<file path="src/rtl/sar_pkg.sv">
// Shared state encoding, averaging constants and width helper for the SAR ADC controller.
package sar_pkg;

   localparam logic [1:0] IDLE    = 2'd0;
   localparam logic [1:0] SAMPLE  = 2'd1;
   localparam logic [1:0] CONVERT = 2'd2;
   localparam logic [1:0] HOLD    = 2'd3;

   localparam int unsigned AVG_CNT   = 4;
   localparam int unsigned AVG_SHIFT = 2;

   // Counter/select width that never collapses to zero bits.
   function automatic int unsigned clog2_min1(input int unsigned n);
      return (n <= 2) ? 1 : $clog2(n);
   endfunction

endpackage

</file>
<file path="src/rtl/sar_bit_engine.sv">
// Successive-approximation register: one binary-search conversion per go pulse,
// SETTLE_CYC cycles per bit trial, comparator captured on the last settle cycle.
module sar_bit_engine
   import sar_pkg::*;
#(
   parameter int unsigned WIDTH      = 8,
   parameter int unsigned SETTLE_CYC = 1
) (
   input  logic             clk,
   input  logic             reset,
   input  logic             go,
   input  logic             clr,
   input  logic             cmp,
   output logic [WIDTH-1:0] dac_code,
   output logic [WIDTH-1:0] code_out,
   output logic             done
);

   localparam int unsigned SET_W = clog2_min1(SETTLE_CYC);
   localparam logic [WIDTH-1:0] MSB_MASK = WIDTH'(1) << (WIDTH - 1);

   logic [WIDTH-1:0] mask_q;
   logic [SET_W-1:0] settle_q;
   logic             active_q;
   logic             capture;

   // code_out/done are combinational so the owner can load the final code on the
   // same edge the last bit is resolved.
   always_comb begin
      capture  = active_q && (settle_q == SET_W'(SETTLE_CYC - 1));
      code_out = cmp ? dac_code : (dac_code & ~mask_q);
      code_out = code_out | (mask_q >> 1);
      done     = capture && mask_q[0];
   end

   always_ff @(posedge clk or posedge reset) begin
      if (reset) begin
         dac_code <= '0;
         mask_q   <= '0;
         settle_q <= '0;
         active_q <= 1'b0;
      end else if (clr) begin
         dac_code <= '0;
         mask_q   <= '0;
         settle_q <= '0;
         active_q <= 1'b0;
      end else if (go) begin
         dac_code <= MSB_MASK;
         mask_q   <= MSB_MASK;
         settle_q <= '0;
         active_q <= 1'b1;
      end else if (active_q) begin
         if (capture) begin
            dac_code <= code_out;
            mask_q   <= mask_q >> 1;
            settle_q <= '0;
            if (mask_q[0]) active_q <= 1'b0;
         end else begin
            settle_q <= settle_q + SET_W'(1);
         end
      end
   end

endmodule

</file>
<file path="src/rtl/sar_ctrl_multi.sv">
// Multi-channel SAR ADC controller: start/busy, single or scan mode, valid/ready result.
// Optional SAR_AVG_EN: four conversions per channel averaged before the result is offered.
module sar_ctrl_multi
   import sar_pkg::*;
#(
   parameter int unsigned WIDTH      = 8,
   parameter int unsigned NUM_CH     = 4,
   parameter int unsigned SAMPLE_CYC = 2,
   parameter int unsigned SETTLE_CYC = 1,
   localparam int unsigned CH_W      = clog2_min1(NUM_CH)
) (
   input  logic             clk,
   input  logic             reset,
   input  logic             start,
   input  logic             scan_en,
   input  logic [CH_W-1:0]  ch_sel,
   input  logic             cmp,
   output logic             sample,
   output logic [WIDTH-1:0] dac_code,
   output logic [CH_W-1:0]  ch_mux,
   output logic [WIDTH-1:0] result,
   output logic [CH_W-1:0]  result_ch,
   output logic             result_valid,
   input  logic             result_ready,
   output logic             busy,
   output logic             conv_done
);

   localparam int unsigned SMP_W = clog2_min1(SAMPLE_CYC);
   localparam logic [CH_W-1:0] LAST_CH = CH_W'(NUM_CH - 1);

   logic [1:0]       state_q, state_d;
   logic [SMP_W-1:0] samp_cnt_q, samp_cnt_d;
   logic             scan_q, scan_d;
   logic [CH_W-1:0]  ch_mux_d, result_ch_d;
   logic [WIDTH-1:0] result_d;
   logic             valid_d, sample_d, busy_d, conv_done_d;
   logic             eng_go, eng_clr, eng_done;
   logic [WIDTH-1:0] eng_code;

`ifdef SAR_AVG_EN
   localparam int unsigned ACC_W = WIDTH + 2;
   logic [ACC_W-1:0] acc_q, acc_d, acc_sum;
   logic [1:0]       avg_cnt_q, avg_cnt_d;
`endif

   sar_bit_engine #(
      .WIDTH      (WIDTH),
      .SETTLE_CYC (SETTLE_CYC)
   ) u_engine (
      .clk      (clk),
      .reset    (reset),
      .go       (eng_go),
      .clr      (eng_clr),
      .cmp      (cmp),
      .dac_code (dac_code),
      .code_out (eng_code),
      .done     (eng_done)
   );

   // Next-state and next-output logic.
   always_comb begin
      state_d     = state_q;
      samp_cnt_d  = samp_cnt_q;
      scan_d      = scan_q;
      ch_mux_d    = ch_mux;
      result_d    = result;
      result_ch_d = result_ch;
      valid_d     = result_valid;
      conv_done_d = 1'b0;
      eng_go      = 1'b0;
      eng_clr     = 1'b0;
`ifdef SAR_AVG_EN
      acc_d       = acc_q;
      avg_cnt_d   = avg_cnt_q;
      acc_sum     = acc_q + ACC_W'(eng_code);
`endif

      case (state_q)
         IDLE: begin
            if (start) begin
               scan_d     = scan_en;
               ch_mux_d   = scan_en ? '0 : ch_sel;
               samp_cnt_d = '0;
               state_d    = SAMPLE;
`ifdef SAR_AVG_EN
               acc_d      = '0;
               avg_cnt_d  = '0;
`endif
            end
         end
         SAMPLE: begin
            if (samp_cnt_q == SMP_W'(SAMPLE_CYC - 1)) begin
               eng_go  = 1'b1;
               state_d = CONVERT;
            end else begin
               samp_cnt_d = samp_cnt_q + SMP_W'(1);
            end
         end
         CONVERT: begin
            if (eng_done) begin
`ifdef SAR_AVG_EN
               if (avg_cnt_q == 2'(AVG_CNT - 1)) begin
                  result_d    = WIDTH'(acc_sum >> AVG_SHIFT);
                  result_ch_d = ch_mux;
                  valid_d     = 1'b1;
                  state_d     = HOLD;
               end else begin
                  // Next back-to-back conversion of the same channel needs a fresh sample.
                  acc_d      = acc_sum;
                  avg_cnt_d  = avg_cnt_q + 2'd1;
                  eng_clr    = 1'b1;
                  samp_cnt_d = '0;
                  state_d    = SAMPLE;
               end
`else
               result_d    = eng_code;
               result_ch_d = ch_mux;
               valid_d     = 1'b1;
               state_d     = HOLD;
`endif
            end
         end
         HOLD: begin
            if (result_ready) begin
               valid_d = 1'b0;
               eng_clr = 1'b1;
               if (scan_q && (ch_mux != LAST_CH)) begin
                  ch_mux_d   = ch_mux + CH_W'(1);
                  samp_cnt_d = '0;
                  state_d    = SAMPLE;
`ifdef SAR_AVG_EN
                  acc_d      = '0;
                  avg_cnt_d  = '0;
`endif
               end else begin
                  conv_done_d = 1'b1;
                  state_d     = IDLE;
               end
            end
         end
         default: state_d = IDLE;
      endcase

      sample_d = (state_d == SAMPLE);
      busy_d   = (state_d != IDLE);
   end

   // State and registered outputs.
   always_ff @(posedge clk or posedge reset) begin
      if (reset) begin
         state_q      <= IDLE;
         samp_cnt_q   <= '0;
         scan_q       <= 1'b0;
         ch_mux       <= '0;
         result       <= '0;
         result_ch    <= '0;
         result_valid <= 1'b0;
         sample       <= 1'b0;
         busy         <= 1'b0;
         conv_done    <= 1'b0;
      end else begin
         state_q      <= state_d;
         samp_cnt_q   <= samp_cnt_d;
         scan_q       <= scan_d;
         ch_mux       <= ch_mux_d;
         result       <= result_d;
         result_ch    <= result_ch_d;
         result_valid <= valid_d;
         sample       <= sample_d;
         busy         <= busy_d;
         conv_done    <= conv_done_d;
      end
   end

`ifdef SAR_AVG_EN
   always_ff @(posedge clk or posedge reset) begin
      if (reset) begin
         acc_q     <= '0;
         avg_cnt_q <= '0;
      end else begin
         acc_q     <= acc_d;
         avg_cnt_q <= avg_cnt_d;
      end
   end
`endif

endmodule

</file>
<file path="config.mk">
export PLATFORM = sky130hd
export DESIGN_NAME = sar_ctrl_multi
export DESIGN_NICKNAME = d
export VERILOG_FILES = /design/src/rtl/sar_pkg.sv /design/src/rtl/sar_bit_engine.sv /design/src/rtl/sar_ctrl_multi.sv
export SDC_FILE = /design/constraint.sdc
export NUM_CORES = 1
export LEC_CHECK = 0
export ABC_AREA = 1
export CAP_MARGIN = 20
export CORE_ASPECT_RATIO = 1.1
export CORE_MARGIN = 10
export CORE_UTILIZATION = 54
export DETAILED_ROUTE_END_ITERATION = 16
export PLACE_DENSITY_LB_ADDON = 0.05
export SLEW_MARGIN = 25
export SYNTH_ARGS = -nofsm -noshare
export SYNTH_HDL_FRONTEND = slang
export SYNTH_SLANG_ARGS = --single-unit
</file>
<file path="constraint.sdc">
create_clock -name clk -period 2.1 [get_ports clk]
set_clock_uncertainty 0.15 [all_clocks]
set_input_delay 0.21 -clock clk [delete_from_list [all_inputs] [get_ports clk]]
set_output_delay 0.21 -clock clk [all_outputs]
set_load 0.005 [all_outputs]
</file>
==> results.txt <==
Cell area after layout = 2050 sq um
Final core utilization = 0.680
Tool Warnings = 26
Worst Tran Pin Value = 0.460 ns
Worst Hold Class = input pin to asynchronous set/reset pin
Setup tns final = 0 ns
Die height = 78.3 um
Clock power share = 0.118
Max-slew headroom = 0.693
Met1 WL = 1.43 mm
Compound Share, Synth = 0.136
Slowest-stage cell, CP = clkdlybuf4s50_1
Antenna violations before repair = 0
Stages on the worst setup path = 1
Placed cell areas = 2010 sq um
Crit Path Category = register to primary output
Antenna viol nets, final = 0
Largest net degree at the start of global routing = 39
Mux share = 0
Worst r2r path cells = 4
Top sig layer = met4
Dominant cells by area after synthesis = dfrtp_1, nand2_1, a21oi_1
Postcts setup bufs = 0
Clock-pin slew on the worst setup and hold paths = 0.10 ns
Syn_nets = 200
DRT Pass-1 Iters = 4
First-pass GRT wire length = 6.46 mm
CP cell instances = clkdlybuf4s50_1
Share of cells above drive strength 1 = 0.0969
Final setup violation count = 0
Logic family by area = simple AND/OR/NAND/NOR gates
MaxCap Viol Count = 0
Cts bufs inserted = 5
Status = completed
Comb area = 616 sq um
Fmax = 605 MHz
Diodes inserted = 0
Sequential cell area = 951 sq um
CP arrival = 1.29 ns
Late-Pin Clk Latency = 0.34 ns
I/O Pins = 32
RR Startpoint = u_engine.settle_q
Critical path peak fanout = 5
Port bufs = 31
Yosys xor share = 0
Final Max Slew Viols = 0
Metal2 WL = 1.88 mm
CP endpoint kind = primary output
Fa+ha+maj area frac = 0.00749
Hold-fix buffers at CTS = 0
Cells in synth_stat.txt = 191
Worst setup SP type = register
DRC viols = 0
Pwr Density = 1410 nW/um^2
Chip area = 5720 sq um
GP Congestion = 0.859
Distinct lib cells used = 20
Netlist Area Pre-Place = 1670 sq um
Yosys chip area = 1670 sq um
DP Wirelength = 2.71 mm
Area leader, netlist = dfrtp_1
Sequential power share = 0.429
Gr usage total = 0.140
Site Rows = 21
Root Buffer = clkbuf_4
sequential cells by signal (all words and copies together), names as in the netlist:
signal and flops:
result_valid 1, scan_q 1, u_engine.settle_q 1, ch_mux 2, busy 1, u_engine.dac_code 8
sample 1, samp_cnt_q 1, result 8, result_ch 2, state_q 2, u_engine.mask_q 8
conv_done 1, u_engine.active_q 1
Yosys cell counts:
master / instances
nand2_1: 62
dfrtp_1: 38
a21oi_1: 23
o21ai_0: 18
inv_1: 14
nor2_1: 7
nand3_1: 6
buf_2: 3
nand2_2: 3
nor2_2: 3
buf_6: 2
inv_2: 2
nand2_4: 2
nand3_2: 2
a21boi_0: 1
a21oi_2: 1
a31oi_1: 1
ha_1: 1
inv_4: 1
nand4_1: 1
power groups by stage:
stage / sequential [uW] / combinational (uW) / clock (uW)
after floorplan: 1240 / 764 / 0
after global placement: 1250 / 1290 / 0
after detailed placement: 1260 / 1340 / 0
after CTS: 1240 / 1340 / 359
after global routing: 1290 / 1510 / 389
final: 1240 / 1320 / 343
worst max path at each step:
| stage | startpoint | endpoint | slack [ns] |
|---|---|---|---|
| 6_report | ch_mux[0] | ch_mux[0] | 0.45 |
| 5_1_grt | ch_mux[0] | ch_mux[0] | 0.37 |
| 4_1_cts | ch_mux[0] | ch_mux[0] | 0.42 |
| 3_5_place_dp | result_ready | u_engine.dac_code[7] | 0.55 |
| 3_3_place_gp | cmp | result[0] | 0.62 |
| 2_1_floorplan | ch_mux[0] | ch_mux[0] | 0.75 |
kinds of logic after synthesis:
group | after synthesis
buffers and inverters | 22
AND/OR/NAND/NOR | 86
AND-OR/OR-AND | 44
adder cells (fa/ha/maj) | 1
flip-flops | 38
cell type report:
type                            instances  area share
Clock buffer                            7      0.0219
Inverter                               17      0.0323
Multi-Input combinational cell        131       0.300
Sequential cell                        38       0.463
Tap cell                               34      0.0207
Timing Repair Buffer                   34       0.162
per-layer routing:
layer / up-vias / global-route usage
li1: 686 / -
met1: 647 / 0.143
met2: 26 / 0.242
met3: 8 / 0.0516
met4: 0 / 0.0684
met5: - / 0
through the flow:
step                std cells  hold slack [ns]  setup WS, ns  total power [uW]
floorplan                 191            0.164         0.749              2000
global placement          254            0.313         0.624              2540
detailed placement        254            0.318         0.547              2600
CTS                       261            0.114         0.424              2940
global route              261            0.127         0.373              3190
finish                    261            0.113         0.448              2900
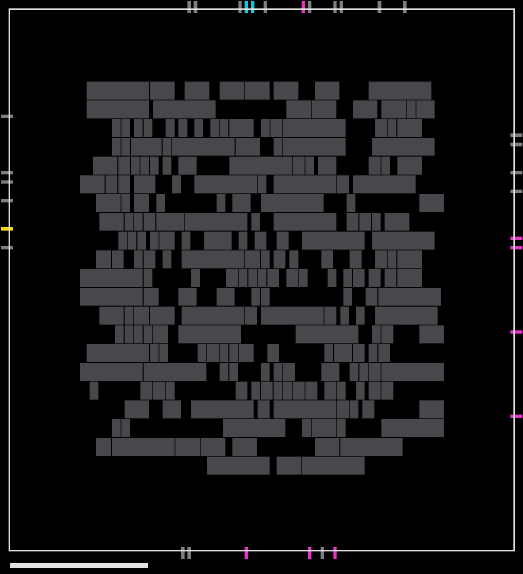
Figure 1: I/O pins on the die edge.
The bar under the picture is 20 um long. Pins as bars across the die edge, other pins in grey.
[result_ready] yellow | pins: 1 | direction: input | edge: west
[dac_code] magenta | pins: 8 | direction: output | edge: 4 east, 3 south, 1 north
[result_ch] cyan | pins: 2 | direction: output | edge: north
all pins by edge: 12 north, 8 east, 6 south, 6 west

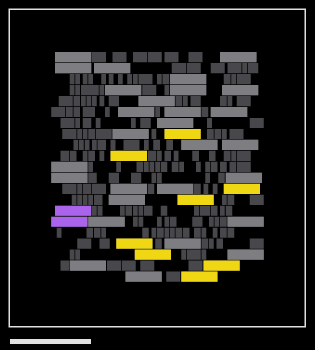
Figure 2: register map, names as in the netlist.
The bar under the picture is 20 um long. Other sequential cells in the stronger grey, the rest of the logic in the fainter grey.
[u_engine.mask_q] yellow | placed flops: 8
[state_q] purple | placed flops: 2

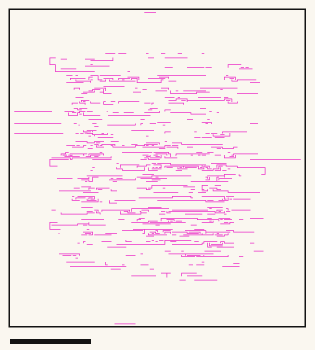
Figure 3: the metal 1 layer.
The bar under the picture is 20 um long.
longest straight run: 13.8 um
main direction: horizontal
WL final: 3.59 mm
GR Layer Usage met1: 0.143
routed vias: 1367

Power figures rest on the tool's default switching activity, not on a simulated workload.
